## src/rtl/costas_loop_filter_if.sv

```systemverilog
// Sample/control bundle between the I/Q mixer, the Costas loop filter and the VCO.
interface costas_loop_filter_if #(parameter int DW = 16);
    logic signed [DW-1:0] i_data;
    logic signed [DW-1:0] q_data;
    logic                 in_valid;
    logic                 lock_in;
    logic signed [31:0]   v_g;
    logic                 v_g_valid;
    logic                 locked;
    logic [1:0]           state_o;

    modport master (output i_data, q_data, in_valid, lock_in,
                    input  v_g, v_g_valid, locked, state_o);
    modport slave  (input  i_data, q_data, in_valid, lock_in,
                    output v_g, v_g_valid, locked, state_o);
endinterface

```

## src/rtl/costas_loop_filter.sv

```systemverilog
// Costas phase detector + gear-shifted PI loop filter driving the VCO control word.
// Define COSTAS_PD_SIGN_EN for the decision-directed (sign) phase detector.
module costas_loop_filter #(
    parameter int DW           = 16,
    parameter int KP_SHIFT_ACQ = 8,
    parameter int KI_SHIFT_ACQ = 14,
    parameter int KP_SHIFT_TRK = 10,
    parameter int KI_SHIFT_TRK = 18,
    parameter int LOCK_CNT     = 64
) (
    input  logic                 clk_500,
    input  logic                 rst_n,
    input  logic                 en,
    input  logic                 clr,
    costas_loop_filter_if.slave  bus
);

    typedef enum logic [1:0] {S_IDLE = 2'd0, S_ACQ = 2'd1, S_TRK = 2'd2} state_t;

    localparam int             CW       = $clog2(LOCK_CNT + 1);
    localparam logic [CW-1:0]  LOCK_MAX = CW'(LOCK_CNT);

    state_t             state, state_nx;
    logic [CW-1:0]      cnt, cnt_nx, cnt_inc;
    logic               locked;
    logic [2:1]         vld_pipe;
    logic               accept, upd;
    logic signed [31:0] err_d, err_q, integ, v_g_q;
    logic signed [31:0] p_sh, i_sh, integ_nx, vg_nx;
    logic signed [32:0] isum, vsum;

    function automatic logic signed [31:0] sat32(input logic signed [32:0] x);
        if (x[32] != x[31]) return x[32] ? 32'sh8000_0000 : 32'sh7FFF_FFFF;
        return x[31:0];
    endfunction

    // IDLE never takes samples; an update needs en still high and no clr
    assign accept = bus.in_valid & en & ~clr & (state != S_IDLE);
    assign upd    = vld_pipe[1] & en & ~clr;

`ifdef COSTAS_PD_SIGN_EN
    localparam logic signed [DW-1:0] QMIN = {1'b1, {(DW-1){1'b0}}};
    localparam logic signed [DW-1:0] QMAX = ~QMIN;
    logic signed [DW-1:0] pd;

    always_comb begin
        pd = bus.q_data;
        if (bus.i_data[DW-1]) pd = (bus.q_data == QMIN) ? QMAX : -bus.q_data;
    end
    assign err_d = 32'(pd) <<< (DW-1);
`else
    logic signed [2*DW-1:0] prod;

    assign prod  = bus.i_data * bus.q_data;
    assign err_d = 32'(prod);
`endif

    // gains follow the state at the moment the update executes
    assign p_sh     = (state == S_TRK) ? (err_q >>> KP_SHIFT_TRK) : (err_q >>> KP_SHIFT_ACQ);
    assign i_sh     = (state == S_TRK) ? (err_q >>> KI_SHIFT_TRK) : (err_q >>> KI_SHIFT_ACQ);
    assign isum     = 33'(integ) + 33'(i_sh);
    assign integ_nx = sat32(isum);
    assign vsum     = 33'(p_sh) + 33'(integ_nx);
    assign vg_nx    = sat32(vsum);
    assign cnt_inc  = (cnt == LOCK_MAX) ? cnt : cnt + 1'b1;

    always_comb begin
        state_nx = state;
        cnt_nx   = cnt;
        if (clr) begin
            state_nx = en ? S_ACQ : S_IDLE;
            cnt_nx   = '0;
        end else if (!en) begin
            state_nx = S_IDLE;
            cnt_nx   = '0;
        end else begin
            case (state)
                S_IDLE: state_nx = S_ACQ;
                S_ACQ: if (upd) begin
                    cnt_nx = bus.lock_in ? cnt_inc : '0;
                    if (cnt_nx == LOCK_MAX) begin
                        state_nx = S_TRK;
                        cnt_nx   = '0;
                    end
                end
                S_TRK: if (upd) begin
                    cnt_nx = bus.lock_in ? '0 : cnt_inc;
                    if (cnt_nx == LOCK_MAX) begin
                        state_nx = S_ACQ;
                        cnt_nx   = '0;
                    end
                end
                default: state_nx = S_IDLE;
            endcase
        end
    end

    always_ff @(posedge clk_500 or negedge rst_n) begin
        if (!rst_n) begin
            state  <= S_IDLE;
            cnt    <= '0;
            locked <= 1'b0;
        end else begin
            state  <= state_nx;
            cnt    <= cnt_nx;
            locked <= (state_nx == S_TRK);
        end
    end

    always_ff @(posedge clk_500 or negedge rst_n) begin
        if (!rst_n) begin
            vld_pipe <= '0;
            err_q    <= '0;
            integ    <= '0;
            v_g_q    <= '0;
        end else if (clr) begin
            vld_pipe <= '0;
            err_q    <= '0;
            integ    <= '0;
            v_g_q    <= '0;
        end else begin
            vld_pipe[1] <= accept;
            vld_pipe[2] <= upd;
            if (accept) err_q <= err_d;
            if (upd) begin
                integ <= integ_nx;
                v_g_q <= vg_nx;
            end
        end
    end

    assign bus.v_g       = v_g_q;
    assign bus.v_g_valid = vld_pipe[2];
    assign bus.locked    = locked;
    assign bus.state_o   = state;

endmodule

```

## src/flat_wrapper.sv

```systemverilog
// flat-port wrapper written by rule: the top's interface ports become plain ports
module costas_loop_filter_flat 
#(
    parameter int DW           = 16,
    parameter int KP_SHIFT_ACQ = 8,
    parameter int KI_SHIFT_ACQ = 14,
    parameter int KP_SHIFT_TRK = 10,
    parameter int KI_SHIFT_TRK = 18,
    parameter int LOCK_CNT     = 64
)
  (clk_500, rst_n, en, clr, bus_i_data, bus_q_data, bus_in_valid, bus_lock_in, bus_v_g, bus_v_g_valid, bus_locked, bus_state_o);
  costas_loop_filter_if #(.DW(DW)) bus_i ();
  input  logic clk_500;
  input  logic rst_n;
  input  logic en;
  input  logic clr;
  input wire logic [$bits(bus_i.i_data)-1:0] bus_i_data;
  input wire logic [$bits(bus_i.q_data)-1:0] bus_q_data;
  input wire logic [$bits(bus_i.in_valid)-1:0] bus_in_valid;
  input wire logic [$bits(bus_i.lock_in)-1:0] bus_lock_in;
  output wire logic [$bits(bus_i.v_g)-1:0] bus_v_g;
  output wire logic [$bits(bus_i.v_g_valid)-1:0] bus_v_g_valid;
  output wire logic [$bits(bus_i.locked)-1:0] bus_locked;
  output wire logic [$bits(bus_i.state_o)-1:0] bus_state_o;
  assign bus_i.i_data = bus_i_data;
  assign bus_i.q_data = bus_q_data;
  assign bus_i.in_valid = bus_in_valid;
  assign bus_i.lock_in = bus_lock_in;
  assign bus_v_g = bus_i.v_g;
  assign bus_v_g_valid = bus_i.v_g_valid;
  assign bus_locked = bus_i.locked;
  assign bus_state_o = bus_i.state_o;
  costas_loop_filter #(.DW(DW), .KP_SHIFT_ACQ(KP_SHIFT_ACQ), .KI_SHIFT_ACQ(KI_SHIFT_ACQ), .KP_SHIFT_TRK(KP_SHIFT_TRK), .KI_SHIFT_TRK(KI_SHIFT_TRK), .LOCK_CNT(LOCK_CNT)) u_core (.clk_500(clk_500), .rst_n(rst_n), .en(en), .clr(clr), .bus(bus_i));
endmodule
```

## config.mk

```make
export PLATFORM = sky130hd
export DESIGN_NAME = costas_loop_filter_flat
export DESIGN_NICKNAME = d
export VERILOG_FILES = /design/src/rtl/costas_loop_filter_if.sv /design/src/rtl/costas_loop_filter.sv /design/src/flat_wrapper.sv
export SDC_FILE = /design/constraint.sdc
export NUM_CORES = 1
export LEC_CHECK = 0
export CAP_MARGIN = 20
export CORE_ASPECT_RATIO = 0.75
export CORE_MARGIN = 10
export CORE_UTILIZATION = 30
export DETAILED_ROUTE_END_ITERATION = 7
export REMOVE_ABC_BUFFERS = 1
export SLEW_MARGIN = 20
export SYNTH_ARGS = -nofsm -noshare
export SYNTH_HDL_FRONTEND = slang
export SYNTH_SLANG_ARGS = --single-unit
```

## constraint.sdc

```tcl
create_clock -name clk_500 -period 6.7 [get_ports clk_500]
set_input_delay 0.67 -clock clk_500 [delete_from_list [all_inputs] [get_ports clk_500]]
set_output_delay 0.67 -clock clk_500 [all_outputs]
set_load 0.02 [all_outputs]
```

==> impl_table.tex, run 1 <==
% Auto-generated results table
\begin{tabular}{lr}
\hline
Metric & Value \\
\hline
\multicolumn{2}{l}{\textbf{Clocking}} \\
\quad Cell at the root of the clock tree & sky130\_fd\_sc\_hd\_\_clkbuf\_16 \\
\quad Cts-stage hold buffer count & 0 \\
\quad Number of clock buffers inserted by TritonCTS & 9 \\
\multicolumn{2}{l}{\textbf{Worst setup path}} \\
\quad Cell family with the largest share of critical-path delay & simple AND/OR/NAND/NOR gates \\
\quad CP Launch Type & flip-flop \\
\quad Crit path buf inv count & 5 \\
\quad Setup CP Type & reg -> reg \\
\quad Worst-path maximum fanout & 43 \\
\multicolumn{2}{l}{\textbf{Synthesis}} \\
\quad Most used DFF post-synth & sky130\_fd\_sc\_hd\_\_dfrtp\_1 \\
\quad Post-synth area from yosys stat & 0.0175 sq mm \\
\quad Post-synthesis cell type count & 71 \\
\quad Mapped cell area & 0.0175 sq mm \\
\quad Number of synthesized register bits & roughly 100 \\
\quad Yosys stat cell total & roughly 2000 \\
\multicolumn{2}{l}{\textbf{Global routing}} \\
\quad GRT Residual Overflow & 0 \\
\quad GRT Util Overall & a little over an eighth \\
\multicolumn{2}{l}{\textbf{Floorplan}} \\
\quad Area enclosed by the die boundary & a little under 0.07 sq mm \\
\multicolumn{2}{l}{\textbf{Timing}} \\
\quad Least-Margin Pin Slew & around 1 ns \\
\multicolumn{2}{l}{\textbf{Final layout}} \\
\quad Number of nets in the final layout & around 2600 \\
\quad Most common cell after layout, fill and taps aside & sky130\_fd\_sc\_hd\_\_inv\_1 \\
\multicolumn{2}{l}{\textbf{Drt}} \\
\quad \# DRC & 0 \\
\quad DR vias/cell & 4.88 \\
\multicolumn{2}{l}{\textbf{Status}} \\
\quad Outcome & complete, no violations \\
\hline
\end{tabular}
-- run 1: flip-flops by register name (all words and copies together) (netlist names) --
signal,count
u_core.cnt,7
u_core.bus.locked,1
u_core.integ,32
u_core.vld_pipe,2
u_core.bus.state_o,2
u_core.err_q,24
u_core.bus.v_g,32
-- run 1: power groups by stage --
| stage | registers, W | clock network (W) | logic [W] |
|---|---|---|---|
| 2_1_floorplan | 0.000671 | 0 | 0.00607 |
| 3_3_place_gp | 0.000672 | 0 | 0.00927 |
| 3_5_place_dp | 0.000673 | 0 | 0.00949 |
| 4_1_cts | 0.000661 | 0.000587 | 0.00955 |
| 5_1_grt | 0.000666 | 0.000607 | 0.0108 |
| 6_report | 0.000661 | 0.000575 | 0.00948 |
-- run 1: synthesized netlist by cell type (all sizes together) (9+ instances only) --
cell / number
ha: 149
nor2: 77
clkbuf: 60
nand4: 10
buf: 11
xnor2: 54
nor3: 19
a21o: 35
nand3: 29
a221o: 31
o211ai: 11
dfrtp: 100
nand2b: 27
a21oi: 73
maj3: 11
fa: 263
and3: 14
o21ai: 96
nand2: 258
a22o: 23
and2: 107
o21bai: 15
o21a: 15
a31oi: 9
inv: 339
xor2: 29
nand3b: 23
nor2b: 13
-- run 1: kinds of logic after synthesis --
kind of cell / Yosys count / synth area share (%)
buffers and inverters: 411 / 8.88
AND-OR/OR-AND: 361 / 14.0
AND/OR/NAND/NOR: 602 / 16.8
adder cells (fa/ha/maj): 423 / 41.3
multiplexers: 10 / 0.621
XOR/XNOR: 83 / 4.15
flip-flops: 100 / 14.3
-- run 1: repair_timing --
item                                    4_1_cts  5_1_grt
endpoints found under the hold margin         0        0
buffers inserted                              0        5
endpoints found under the setup margin        3       41
gates resized                                 1       28
pin swaps                                     0        5
-- run 1: stage by stage --
| stage | cells | power, W |
|---|---|---|
| floorplan | 1919 | 0.00674 |
| global placement | 2901 | 0.00995 |
| detailed placement | 2901 | 0.0102 |
| CTS | 2917 | 0.0108 |
| global route | 2922 | 0.0121 |
| finish | 2922 | 0.0107 |
-- run 1: final timing paths --
path / slack (ns) / endpoint / depth (start not counted) / startpoint
worst min-delay path: 0.23 / u_core.bus.v_g[25] / 1 / rst_n
max in group asynchronous: 5.16 / u_core.integ[30] / 2 / rst_n
worst max register to register: 0.29 / u_core.bus.v_g[3] / 27 / u_core.bus.state_o[0]
min in group clk_500: 0.48 / u_core.bus.v_g[31] / 1 / u_core.bus.v_g[31]
worst max-delay path: 0.29 / u_core.bus.v_g[3] / 27 / u_core.bus.state_o[0]
worst min register to register: 0.48 / u_core.bus.v_g[31] / 1 / u_core.bus.v_g[31]
-- run 1: area by class of cell --
class / count / share of cell area [%]
Sequential cell: 100 / 12.2
Clock inverter: 6 / 0.373
Inverter: 340 / 6.24
Timing Repair Buffer: 207 / 8.93
Multi-Input combinational cell: 1479 / 66.3
Tap cell: 780 / 4.77
Clock buffer: 10 / 1.17
-- run 1: layer usage --
| metal | share of wire, % | global-route usage [%] |
|---|---|---|
| met2 | 42 | 19.8 |
| met1 | 50 | 20.4 |
| met3 | 6.9 | 1.83 |
| met4 | 1.1 | 2.48 |
| met5 | 0 | 0 |
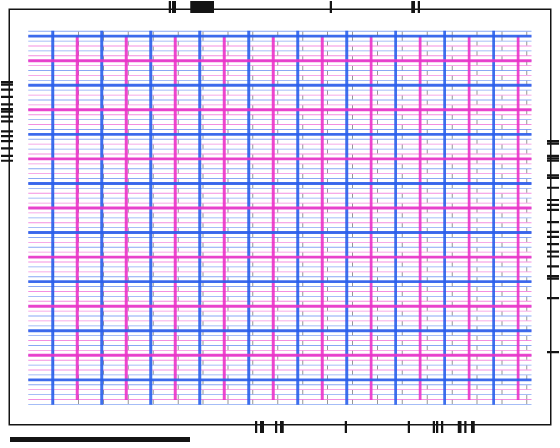
Figure 1: run 1, PDN straps and rails.
The bar under the picture is 100 um long. Pins as bars on the die edge. Tap cells in gray.
- VSS: blue
- VDD: magenta
- tap cells: 780
- rows: 76
- signal pins: 74
- met1 rails: 77

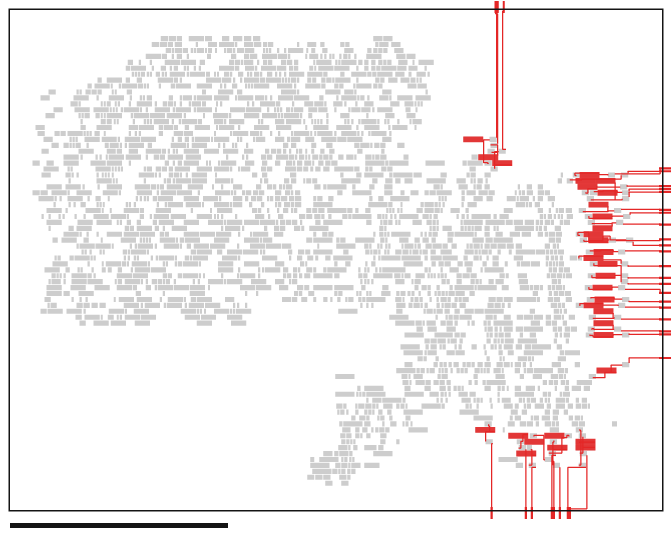
Figure 2: run 1, wires at chosen ports, followed through buffers.
The bar under the picture is 100 um long.
- `bus_v_g`: red (bits 32; direction output; edge 21 right, 8 bottom, 3 top; end cells 32; buffers 32; wire 1290 um)

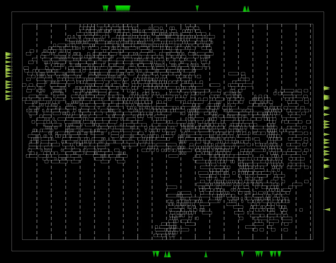
Figure 3: run 1, cell placement.
final core utilization: 35.5%
Core Area: 0.0576 sq mm
sequential cell count: 100

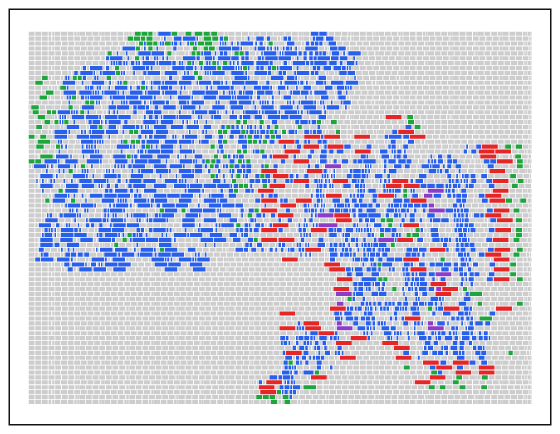
Figure 4: run 1, placed cells, one color a class.
Fill, decap, tap and diode cells in gray.
- remaining logic cells: blue (cells 1819)
- remaining buffers and delay cells: green (cells 207)
- clock drivers and dummy loads: purple (cells 16)
- registers: red (cells 100)

--- run 2 (diff from run 1) ---
Settings changed: CORE_MARGIN 10 to 2.
==> run 2 against run 1 <==
  * Clock-buffer cell count shrank 1
  * Global-route usage rose by 1.7 points
  * Sequential share of layout area about the same
  * Power fell by 0.99%
  * Clock power decreased by 9.2%
  * Design area hardly changed
  * Cell count hardly changed
  * Non-clock buffer count shrank 1
  * Critical path depth is 5 lower
  * First-iteration DRC count grew 4.8%
==> impl_table.tex, run 2 <==
% Auto-generated results table
\begin{tabular}{lr}
\hline
Metric & Value \\
\hline
\multicolumn{2}{l}{\textbf{Timing}} \\
\quad Least-Margin Pin Slew & 1.09 ns (+0.116 ns) \\
\quad Post-layout period usage of the worst path & between 90\% and 100\% \\
\quad Final tally of setup violations & 0 \\
\multicolumn{2}{l}{\textbf{Synthesis}} \\
\quad Mapped cell area & 0.0175 sq mm (unchanged) \\
\quad Number of synthesized register bits & 100 (unchanged) \\
\quad Post-synth area from yosys stat & 0.0175 sq mm (unchanged) \\
\quad Most frequently used cell type in the post-synthesis netlist & sky130\_fd\_sc\_hd\_\_inv\_1 \\
\quad Most used DFF post-synth & sky130\_fd\_sc\_hd\_\_dfrtp\_1 \\
\quad Yosys stat cell total & 1990 (unchanged) \\
\quad Post-synthesis cell type count & 71 (unchanged) \\
\quad Number of synthesized flops with an enable pin & 0 \\
\quad Synth top cells by count & sky130\_fd\_sc\_hd\_\_inv\_1 (338), sky130\_fd\_sc\_hd\_\_fa\_1 (263), sky130\_fd\_sc\_hd\_\_nand2\_1 (258) \\
\multicolumn{2}{l}{\textbf{Final layout}} \\
\quad Antenna diodes & 0 \\
\quad Area grow syn2layout & 16.7\% \\
\quad Number of nets in the final layout & 2586 (-0.039\%) \\
\quad Final core utilization & 35.5\% (about the same) \\
\quad Most common cell after layout, fill and taps aside & sky130\_fd\_sc\_hd\_\_inv\_1 \\
\multicolumn{2}{l}{\textbf{Clocking}} \\
\quad Number of clock buffers inserted by TritonCTS & 9 (unchanged) \\
\quad Number of H-tree levels & 3 \\
\quad Cell at the root of the clock tree & sky130\_fd\_sc\_hd\_\_clkbuf\_16 \\
\multicolumn{2}{l}{\textbf{Worst setup path}} \\
\quad Setup CP Type & in -> reg \\
\quad CP Launch Type & input pin \\
\quad Reg2Reg Capture Point & u\_core.bus.v\_g[12] \\
\quad R2R Setup Slk & 0.38 ns (+0.09 ns) \\
\quad Depth of the most critical reg-to-reg path & 27 (unchanged) \\
\quad Worst reg2reg path startpoint & u\_core.bus.state\_o[0] \\
\quad Worst-path maximum fanout & 15 (-65\%) \\
\multicolumn{2}{l}{\textbf{Power and ir drop}} \\
\quad Sequential cell fraction of total power & about 6.2\% \\
\quad Power after layout & 0.0106 W (-0.99\%) \\
\multicolumn{2}{l}{\textbf{Floorplan}} \\
\quad Core Area & 0.0576 sq mm (unchanged) \\
\quad Die boundary width & 283 um \\
\quad Area enclosed by the die boundary & 0.0604 sq mm (-12\%) \\
\multicolumn{2}{l}{\textbf{Global routing}} \\
\quad GRT Residual Overflow & 0 (unchanged) \\
\quad GRT Util Overall & 15.1\% (+1.7 points) \\
\multicolumn{2}{l}{\textbf{Drt}} \\
\quad \# DRC & 0 (unchanged) \\
\quad Total routed wirelength & roughly 45000 um \\
\quad Via count & about 14000 \\
\multicolumn{2}{l}{\textbf{Flow run}} \\
\quad Number of max-capacitance violations reported & 0 \\
\quad Total tool warning count & 29 \\
\multicolumn{2}{l}{\textbf{Status}} \\
\quad Outcome & complete, no violations \\
\hline
\end{tabular}
## run 2: cell families after synthesis
family          count (synthesis)  share of synthesized area (%)
simple gates                  602                           16.8
fa+ha+maj                     423                           41.3
buf+inv                       411                           8.88
compound gates                361                           14.0
flops                         100                           14.3
xor+xnor                       83                           4.15
mux                            10                          0.621
## run 2: worst max path at each step
stage / from / end / cells past startpoint
global placement: bus_i_data[10] / u_core.err_q[23] / 23
detailed placement: bus_q_data[1] / u_core.err_q[31] / 23
global route: u_core.bus.state_o[0] / u_core.bus.v_g[24] / 27
floorplan: u_core.bus.state_o[0] / u_core.bus.v_g[14] / 26
CTS: u_core.bus.state_o[0] / u_core.bus.v_g[30] / 26
finish: bus_i_data[14] / u_core.err_q[23] / 22
## run 2: cell type report
cell class	count	area (sq um)
clock buffer	9	225
clock inverter	7	65.1
fill	5944	37200
inverter	340	1280
multi-input combinational	1479	13600
sequential	100	2500
tap	780	976
timing repair buffer	206	1810
## run 2: power by group through the flow
stage	logic [W]	registers, W	clock network [W]
after floorplan	0.00607	0.000671	0
after global placement	0.00922	0.000672	0
after detailed placement	0.00937	0.000673	0
after CTS	0.00942	0.000661	0.000541
after global routing	0.0107	0.000666	0.000558
final	0.00943	0.000661	0.000522
## run 2: worst register-to-register path, stage by stage, from the launching register on
cell	delay (ns)
sky130_fd_sc_hd__dfrtp_1	0.44
sky130_fd_sc_hd__inv_1	0.13
sky130_fd_sc_hd__ha_1	0.20
sky130_fd_sc_hd__buf_12	0.19
sky130_fd_sc_hd__nand2b_1	0.17
sky130_fd_sc_hd__nand2_1	0.11
sky130_fd_sc_hd__ha_2	0.40
sky130_fd_sc_hd__and3_1	0.22
sky130_fd_sc_hd__and4_1	0.25
sky130_fd_sc_hd__o221ai_2	0.15
sky130_fd_sc_hd__a211oi_4	0.34
sky130_fd_sc_hd__o2111ai_1	0.15
sky130_fd_sc_hd__nor4b_4	0.16
sky130_fd_sc_hd__buf_4	0.17
sky130_fd_sc_hd__nor3_4	0.22
sky130_fd_sc_hd__buf_4	0.29
sky130_fd_sc_hd__o21ai_0	0.15
sky130_fd_sc_hd__ha_1	0.39
sky130_fd_sc_hd__o21a_1	0.22
sky130_fd_sc_hd__o21a_1	0.19
sky130_fd_sc_hd__o211ai_1	0.16
sky130_fd_sc_hd__a31oi_1	0.18
sky130_fd_sc_hd__a221o_1	0.31
sky130_fd_sc_hd__a31oi_1	0.22
sky130_fd_sc_hd__mux2i_1	0.25
sky130_fd_sc_hd__nor2_2	0.07
sky130_fd_sc_hd__buf_12	0.18
sky130_fd_sc_hd__a221o_1	0.30
## run 2: per-layer routing
layer	vias to the layer above	global-route usage, %	routed length, um
met5	-	0	0
met4	0	2.65	477
met3	38	1.90	2680
met2	362	22.5	19000
met1	7010	23.5	23000
li1	6757	-	-
## run 2: what timing repair did
item / 4_1_cts / 5_1_grt
setup endpoints to repair: 0 / 39
gates resized: 0 / 34
hold buffers: 0 / 0
buffers inserted: 0 / 4
## run 2: metrics by stage
stage,instances,worst slack [ns]
5_1_grt,2921,0.000256
3_3_place_gp,2901,-0.0809
3_5_place_dp,2901,-0.154
4_1_cts,2917,0.0149
2_1_floorplan,1919,-0.750
6_report,2921,0.346
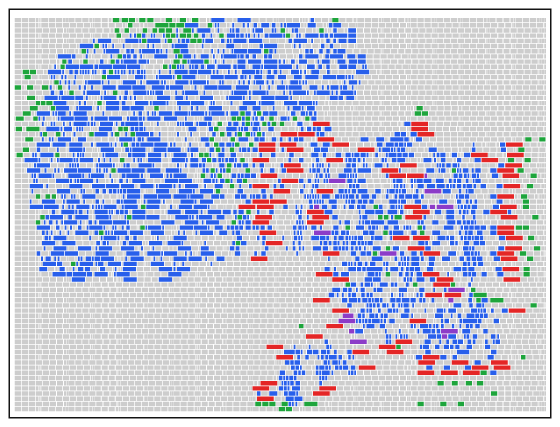
Figure 5: run 2, placed cells, one color a class.
Fill, decap, tap and diode cells in gray.
- registers: red (cells 100)
- remaining buffers and delay cells: green (cells 206)
- clock drivers and dummy loads: purple (cells 16)
- remaining logic cells: blue (cells 1819)

Figure 6. Cell placement (run 2).
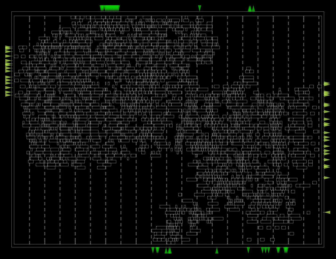

--- run 3 (diff from run 2) ---
Settings changed: SLEW_MARGIN 20 to 30.
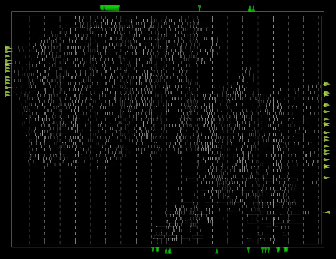
Figure 7: run 3, cell placement.
sequential cell area share: 12.2%
tap cells: 780
tally of filler cells in the layout: 5903
final core utilization: 35.6%

==> run 3 against run 2 <==
  * Power increased by 0.59%
  * Sequential power about the same
  * Clock power increased by 9.0%
  * Largest cell class unchanged
==> impl_table.tex, run 3 <==
% Auto-generated results table
\begin{tabular}{lr}
\hline
Metric & Value \\
\hline
\multicolumn{2}{l}{\textbf{Status}} \\
\quad Outcome & complete, no violations \\
\multicolumn{2}{l}{\textbf{Worst setup path}} \\
\quad Depth of the most critical reg-to-reg path & 27 (unchanged) \\
\quad Worst-path maximum fanout & 7 (-8) \\
\quad CP Launch Type & input pin \\
\quad Reg2Reg Capture Point & u\_core.bus.v\_g[12] \\
\quad R2R Setup Slk & 0.29 ns (-0.09 ns) \\
\multicolumn{2}{l}{\textbf{Global routing}} \\
\quad GRT Util Overall & 15.1\% (+0.016 points) \\
\quad GRT Residual Overflow & 0 (unchanged) \\
\multicolumn{2}{l}{\textbf{Synthesis}} \\
\quad Post-synthesis cell type count & 71 (unchanged) \\
\quad Post-synth area from yosys stat & 0.0175 sq mm (unchanged) \\
\quad Yosys stat cell total & 1990 (unchanged) \\
\quad Number of synthesized flops with an enable pin & 0 (unchanged) \\
\quad Most frequently used cell type in the post-synthesis netlist & sky130\_fd\_sc\_hd\_\_inv\_1 \\
\quad Most used DFF post-synth & sky130\_fd\_sc\_hd\_\_dfrtp\_1 \\
\multicolumn{2}{l}{\textbf{Timing}} \\
\quad Post-layout period usage of the worst path & 96.0\% (+1.2 points) \\
\quad Final tally of setup violations & 0 (unchanged) \\
\multicolumn{2}{l}{\textbf{Floorplan}} \\
\quad Die boundary width & 283 um (unchanged) \\
\quad Area enclosed by the die boundary & 0.0604 sq mm (unchanged) \\
\quad Core Area & 0.0576 sq mm (unchanged) \\
\multicolumn{2}{l}{\textbf{Final layout}} \\
\quad Number of nets in the final layout & 2586 (unchanged) \\
\quad Area grow syn2layout & 16.8\% \\
\quad Antenna diodes & 0 (unchanged) \\
\quad Most common cell after layout, fill and taps aside & sky130\_fd\_sc\_hd\_\_inv\_1 \\
\multicolumn{2}{l}{\textbf{Flow run}} \\
\quad Total tool warning count & 30 (+3.4\%) \\
\quad Number of max-capacitance violations reported & 0 (unchanged) \\
\multicolumn{2}{l}{\textbf{Power and ir drop}} \\
\quad Sequential cell fraction of total power & 6.2\% (about the same) \\
\multicolumn{2}{l}{\textbf{Drt}} \\
\quad \# DRC & 0 (unchanged) \\
\quad Via count & 14100 (-0.41\%) \\
\multicolumn{2}{l}{\textbf{Clocking}} \\
\quad Number of clock buffers inserted by TritonCTS & 9 (unchanged) \\
\quad Number of H-tree levels & 3 (unchanged) \\
\quad Cell at the root of the clock tree & sky130\_fd\_sc\_hd\_\_clkbuf\_16 \\
\hline
\end{tabular}
## run 3: final cells by class
type                       count  area, sq um
multi-input combinational   1479        13600
fill                        5903        37100
inverter                     340         1280
clock buffer                  10          239
tap                          780          976
timing repair buffer         206         1800
sequential                   100         2500
clock inverter                 6         83.8
## run 3: power by group through the flow
stage / Combinational (W) / Clock [W] / Sequential [W]
after global routing: 0.0107 / 0.000607 / 0.000666
after detailed placement: 0.00937 / 0 / 0.000673
after CTS: 0.00942 / 0.000589 / 0.000661
after global placement: 0.00922 / 0 / 0.000672
after floorplan: 0.00607 / 0 / 0.000671
final: 0.00944 / 0.000569 / 0.000661
## run 3: cell families (layout without fill, tap and decap cells)
kind of cell    Yosys count  in the layout  share of synthesized area [%]
fa+ha+maj               423            423                           41.3
flops                   100            100                           14.3
simple gates            602            602                           16.8
mux                      10             10                          0.621
compound gates          361            361                           14.0
xor+xnor                 83             83                           4.15
buf+inv                 411            562                           8.88
## run 3: how the worst max path moves through the flow
stage                          startpoint            endpoint  slack, ns  depth (start not counted)
floorplan           u_core.bus.state_o[0]  u_core.bus.v_g[14]      -0.75                         26
global route        u_core.bus.state_o[0]  u_core.bus.v_g[24]      -0.04                         28
global placement           bus_i_data[10]    u_core.err_q[23]      -0.08                         23
finish                     bus_i_data[11]    u_core.err_q[23]       0.27                         22
CTS                 u_core.bus.state_o[0]  u_core.bus.v_g[30]       0.02                         26
detailed placement          bus_q_data[1]    u_core.err_q[31]      -0.17                         23
## run 3: repair_timing
item                                    CTS  global route
endpoints found under the setup margin    0            39
buffers inserted                          0             4
hold buffers                              0             0
resized                                   0            31
## run 3: stage by stage
step                setup TNS (ns)  instances  cell area [sq um]  setup WS (ns)
detailed placement           -1.04       2901              20000         -0.166
CTS                              0       2917              20300         0.0159
floorplan                   -22.95       1919              17300         -0.750
finish                           0       2921              20500          0.267
global placement            -0.422       2901              20000        -0.0809
global route                -0.458       2921              20500        -0.0378
## run 3: layer usage
metal | global-route usage, % | vias up | share of wire [%]
li1 | - | 6756 | -
met1 | 23.5 | 6917 | 51
met2 | 22.2 | 396 | 42
met3 | 1.88 | 40 | 6.0
met4 | 3.17 | 0 | 1.3
met5 | 0 | - | 0
No activity file was given, so power comes from the tool's default toggle rates.
